final_congestion.png
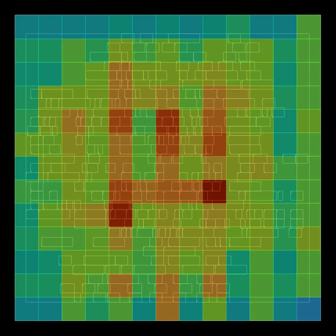
density.png
Drawn at 3 px/um. 9 x 9 tiles, from white (low) to dark blue (high), 0 to 100% covered.
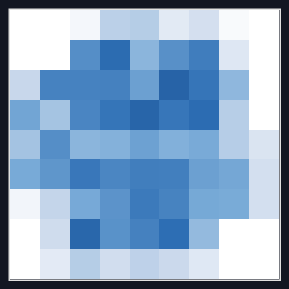
metal_stack.png
Drawn at 6 px/um. Only two layers are drawn.
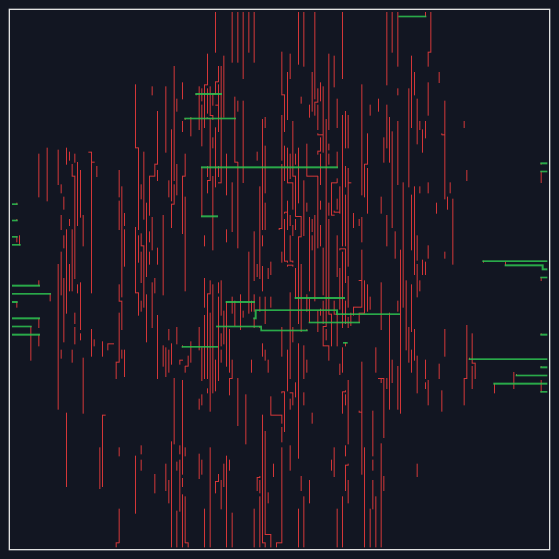
pdn.png
Drawn at 6 px/um. Pins as bars on the die edge.
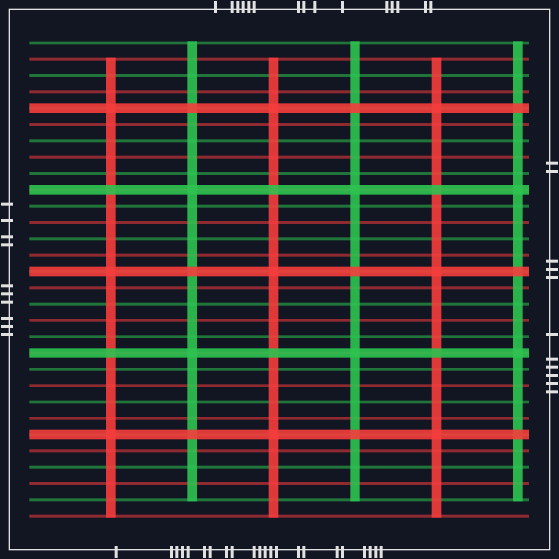
clock_map.png
Drawn at 6 px/um.
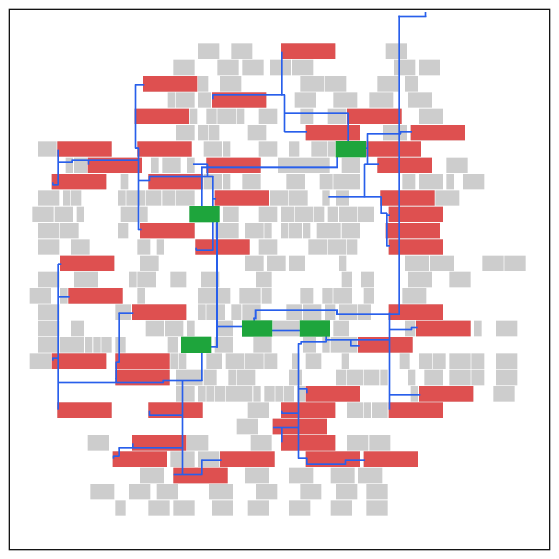
<file path="src/rtl/xvc_packet_sender_if.sv">
// Bundle between the packet sender, the packet buffer's send side and the TX sink.
// Latency: none (wires only).
// Backpressure: tx_valid/tx_ready handshake toward the sink; the buffer side is pop/index driven.
//
// Ports (signals):
//   send_avail  buffer -> sender  at least one complete packet waiting
//   send_next   sender -> buffer  one-cycle pop strobe
//   send_len    buffer -> sender  length of popped packet, valid the cycle after send_next
//   send_idx    sender -> buffer  byte read index into the current packet
//   send_data   buffer -> sender  byte at send_idx, valid one cycle after send_idx changes
//   tx_data/tx_valid/tx_last  sender -> sink
//   tx_ready    sink -> sender
// Modports: master = packet sender, slave = buffer + sink side.
interface xvc_packet_sender_if #(
  parameter int DATA_WIDTH = 8,
  parameter int LEN_WIDTH  = 16,
  parameter int IDX_WIDTH  = 16
);
  logic                  send_avail;
  logic                  send_next;
  logic [LEN_WIDTH-1:0]  send_len;
  logic [IDX_WIDTH-1:0]  send_idx;
  logic [DATA_WIDTH-1:0] send_data;
  logic [DATA_WIDTH-1:0] tx_data;
  logic                  tx_valid;
  logic                  tx_ready;
  logic                  tx_last;

  modport master (
    input  send_avail, send_len, send_data, tx_ready,
    output send_next, send_idx, tx_data, tx_valid, tx_last
  );

  modport slave (
    output send_avail, send_len, send_data, tx_ready,
    input  send_next, send_idx, tx_data, tx_valid, tx_last
  );
endinterface

</file>
<file path="src/rtl/xvc_packet_sender.sv">
// Drains finished packets from the packet buffer onto a byte-wide valid/ready TX stream.
// Latency: pop->len->fetch->first beat; each data beat takes at least 2 cycles (fetch + send).
// Backpressure: tx_data/tx_last held while tx_valid & !tx_ready; no new pop until the packet ends.
//
// Ports:
//   clock    rising-edge system clock
//   reset    asynchronous active-low reset; aborts any packet in flight without pkt_done
//   enable   sampled only when idle; 0 lets the current packet finish, then stays idle
//   bus      xvc_packet_sender_if.master (buffer send side + TX stream)
//   pkt_done one-cycle pulse after the final beat is accepted (or after an empty packet)
//   busy     high whenever the sender is not idle
// Optional feature: define TX_LEN_HEADER_EN to prefix each packet with two length
// beats (len[15:8], then len[7:0]); LEN_WIDTH must then be <= 16.
module xvc_packet_sender #(
  parameter int DATA_WIDTH = 8,
  parameter int LEN_WIDTH  = 16,
  parameter int IDX_WIDTH  = 16
) (
  input  logic                clock,
  input  logic                reset,
  input  logic                enable,
  xvc_packet_sender_if.master bus,
  output logic                pkt_done,
  output logic                busy
);

  typedef enum logic [2:0] {
    IDLE, POP, LEN, HDR1, HDR0, FETCH, SEND, DONE
  } state_t;

  state_t                state, state_nxt;
  logic [LEN_WIDTH-1:0]  len_q;
  logic [IDX_WIDTH-1:0]  idx_q;
  logic [DATA_WIDTH-1:0] tx_data_q;
  logic                  tx_valid_q;
  logic                  tx_last_q;
  logic                  beat_acc;
  logic                  is_last_idx;

  assign beat_acc    = tx_valid_q & bus.tx_ready;
  // SEND is only reached with len_q >= 1, so len_q - 1 never wraps here.
  assign is_last_idx = (LEN_WIDTH'(idx_q) == (len_q - LEN_WIDTH'(1)));

`ifdef TX_LEN_HEADER_EN
  logic [15:0] len16;
  assign len16 = 16'(len_q);
`endif

  always_ff @(posedge clock or negedge reset) begin
    if (!reset) state <= IDLE;
    else        state <= state_nxt;
  end

  always_comb begin
    state_nxt = state;
    case (state)
      IDLE:  if (enable && bus.send_avail) state_nxt = POP;
      POP:   state_nxt = LEN;
`ifdef TX_LEN_HEADER_EN
      // Header beats are sent even for empty packets.
      LEN:   state_nxt = HDR1;
      HDR1:  if (beat_acc) state_nxt = HDR0;
      HDR0:  if (beat_acc) state_nxt = tx_last_q ? DONE : FETCH;
`else
      // send_len is valid this cycle; len_q only holds it from the next one.
      LEN:   state_nxt = (bus.send_len == '0) ? DONE : FETCH;
`endif
      FETCH: state_nxt = SEND;
      SEND:  if (beat_acc) state_nxt = tx_last_q ? DONE : FETCH;
      DONE:  state_nxt = IDLE;
      default: state_nxt = IDLE;
    endcase
  end

  // Beat register: a beat is loaded on the first cycle of SEND/HDRx (when no beat is
  // pending) and then held untouched until the sink takes it.
  always_ff @(posedge clock or negedge reset) begin
    if (!reset) begin
      len_q      <= '0;
      idx_q      <= '0;
      tx_data_q  <= '0;
      tx_valid_q <= 1'b0;
      tx_last_q  <= 1'b0;
    end else begin
      if (beat_acc) begin
        tx_valid_q <= 1'b0;
        tx_last_q  <= 1'b0;
      end
      case (state)
        LEN: begin
          len_q <= bus.send_len;
          idx_q <= '0;
        end
`ifdef TX_LEN_HEADER_EN
        HDR1: if (!tx_valid_q) begin
          tx_data_q  <= DATA_WIDTH'(len16[15:8]);
          tx_valid_q <= 1'b1;
          tx_last_q  <= 1'b0;
        end
        HDR0: if (!tx_valid_q) begin
          tx_data_q  <= DATA_WIDTH'(len16[7:0]);
          tx_valid_q <= 1'b1;
          tx_last_q  <= (len_q == '0);
        end
`endif
        SEND: begin
          if (!tx_valid_q) begin
            tx_data_q  <= bus.send_data;
            tx_valid_q <= 1'b1;
            tx_last_q  <= is_last_idx;
          end else if (beat_acc && !tx_last_q) begin
            idx_q <= idx_q + IDX_WIDTH'(1);
          end
        end
        default: ;
      endcase
    end
  end

  assign bus.send_next = (state == POP);
  assign bus.send_idx  = idx_q;
  assign bus.tx_data   = tx_data_q;
  assign bus.tx_valid  = tx_valid_q;
  assign bus.tx_last   = tx_last_q;
  assign pkt_done      = (state == DONE);
  assign busy          = (state != IDLE);

endmodule

</file>
<file path="src/flat_wrapper.sv">
// flat-port wrapper written by rule: the top's interface ports become plain ports
module xvc_packet_sender_flat 
#(
  parameter int DATA_WIDTH = 8,
  parameter int LEN_WIDTH  = 16,
  parameter int IDX_WIDTH  = 16
)
  (clock, reset, enable, pkt_done, busy, bus_send_avail, bus_send_len, bus_send_data, bus_tx_ready, bus_send_next, bus_send_idx, bus_tx_data, bus_tx_valid, bus_tx_last);
  xvc_packet_sender_if #(.DATA_WIDTH(DATA_WIDTH), .LEN_WIDTH(LEN_WIDTH), .IDX_WIDTH(IDX_WIDTH)) bus_i ();
  input  logic clock;
  input  logic reset;
  input  logic enable;
  output logic pkt_done;
  output logic busy;
  input wire logic [$bits(bus_i.send_avail)-1:0] bus_send_avail;
  input wire logic [$bits(bus_i.send_len)-1:0] bus_send_len;
  input wire logic [$bits(bus_i.send_data)-1:0] bus_send_data;
  input wire logic [$bits(bus_i.tx_ready)-1:0] bus_tx_ready;
  output wire logic [$bits(bus_i.send_next)-1:0] bus_send_next;
  output wire logic [$bits(bus_i.send_idx)-1:0] bus_send_idx;
  output wire logic [$bits(bus_i.tx_data)-1:0] bus_tx_data;
  output wire logic [$bits(bus_i.tx_valid)-1:0] bus_tx_valid;
  output wire logic [$bits(bus_i.tx_last)-1:0] bus_tx_last;
  assign bus_i.send_avail = bus_send_avail;
  assign bus_i.send_len = bus_send_len;
  assign bus_i.send_data = bus_send_data;
  assign bus_i.tx_ready = bus_tx_ready;
  assign bus_send_next = bus_i.send_next;
  assign bus_send_idx = bus_i.send_idx;
  assign bus_tx_data = bus_i.tx_data;
  assign bus_tx_valid = bus_i.tx_valid;
  assign bus_tx_last = bus_i.tx_last;
  xvc_packet_sender #(.DATA_WIDTH(DATA_WIDTH), .LEN_WIDTH(LEN_WIDTH), .IDX_WIDTH(IDX_WIDTH)) u_core (.clock(clock), .reset(reset), .enable(enable), .bus(bus_i), .pkt_done(pkt_done), .busy(busy));
endmodule
</file>
<file path="config.mk">
export PLATFORM = sky130hd
export DESIGN_NAME = xvc_packet_sender_flat
export DESIGN_NICKNAME = d
export VERILOG_FILES = /design/src/rtl/xvc_packet_sender_if.sv /design/src/rtl/xvc_packet_sender.sv /design/src/flat_wrapper.sv
export SDC_FILE = /design/constraint.sdc
export NUM_CORES = 1
export LEC_CHECK = 0
export CAP_MARGIN = 5
export CORE_MARGIN = 3
export CORE_UTILIZATION = 35
export DETAILED_ROUTE_END_ITERATION = 8
export PLACE_DENSITY_LB_ADDON = 0.25
export SYNTH_ARGS = -nofsm -noshare
export SYNTH_HDL_FRONTEND = slang
export SYNTH_SLANG_ARGS = --single-unit
</file>
<file path="constraint.sdc">
create_clock -name clock -period 2.97 [get_ports clock]
set_input_delay 0.891 -clock clock [delete_from_list [all_inputs] [get_ports clock]]
set_output_delay 0.891 -clock clock [all_outputs]
set_load 0.02 [all_outputs]
</file>
==> run_results.csv <==
group,metric,value,unit
sta,worst_slack,340,ps
synthesis,postSynth.asyncResetShare,100,%
finish,area_growth,32.2,%
global_route,grt_pass1_wl,9.75,mm
worst_hold_path,hold_path.startpoint,"u_core.bus.tx_data[6]",
worst_hold_path,hold_class,"flip-flop to flip-flop",
clock_network,clkTransAtPathRegs,80,ps
critical_path,startpoint,"u_core.state[2]",
finish,fin_cells,390,
critical_path,slowest_delay,540,ps
power_and_ir_drop,power_leader,"combinational cells",
status,status,"completed",
sta,timing.slew.headroom,67.7,%
clock_network,clk_path_buf_depth,2,
critical_path,cp.depth,2,
floorplanning,fp.dieW,89.8,um
sta,finalClockPeriodUsage,88.5,%
synthesis,top_logic_kind,"simple AND/OR/NAND/NOR gates",
synthesis,synth.most_common_cell,"dfrtp_1",
place,port_buffers,57,
finish,clockBufferCount,8,
clock_network,post_cts.repair.setup_buffers,0,
route,route.detailed.drc,0,
global_route,grt.total_usage,14.8,%
power_and_ir_drop,p_per_area,767,mW/mm2
route,dr.max_layer_used,"met4",
synthesis,syn_area_per_cell,10.6,um2
sta,period_needed,2630,ps
power_and_ir_drop,power_frac_seq,41.5,%
power_and_ir_drop,swShare,39.0,%
clock_network,ctsHoldBuffers,0,
critical_path,r2r.worst_path.cells,8,
synthesis,syn_inst,231,
power_and_ir_drop,vdd.ir_drop.worst,369,uV
route,drt-total-wl,5.70,mm
finish,buf_share,19.3,%
power_and_ir_drop,clockPowerShare,14.4,%
route,dr_wl_met2,2.68,mm
finish,final-clk-cell-share,2.46,%
finish,n_all_inverters,7,
run,drv_cap,0,
route,vias,1947,
finish,nNonClkBuffers,65,
finish,comb_share,39.2,%
synthesis,aoi_share,6.77,%
place,place_ws,67.3,ps
synthesis,yosys_warnings,0,
Back to the opening pictures, final_congestion.png:
Core Util, Final: 49.5%
DR WL/cell: 14.6 um
met3 usage: 3.26%

Back to the opening pictures, density.png:
densest ninth of the die	center
nearly empty tiles	17%
fullest tile	79%
mean over tiles	39%

Back to the opening pictures, metal_stack.png:
color	layer	wire length
red	met2	2680 um
green	met3	187 um

Back to the opening pictures, pdn.png:
color	net
green	VDD
red	VSS
signal pins	58
met4 straps	6
rows	29

Back to the opening pictures, clock_map.png:
[red] flip-flops | count: 45
[green] cells driving clock nets | count: 5
[blue] clock wires | length: 546 um
flops lie	spread over the die
routed clock nets	6

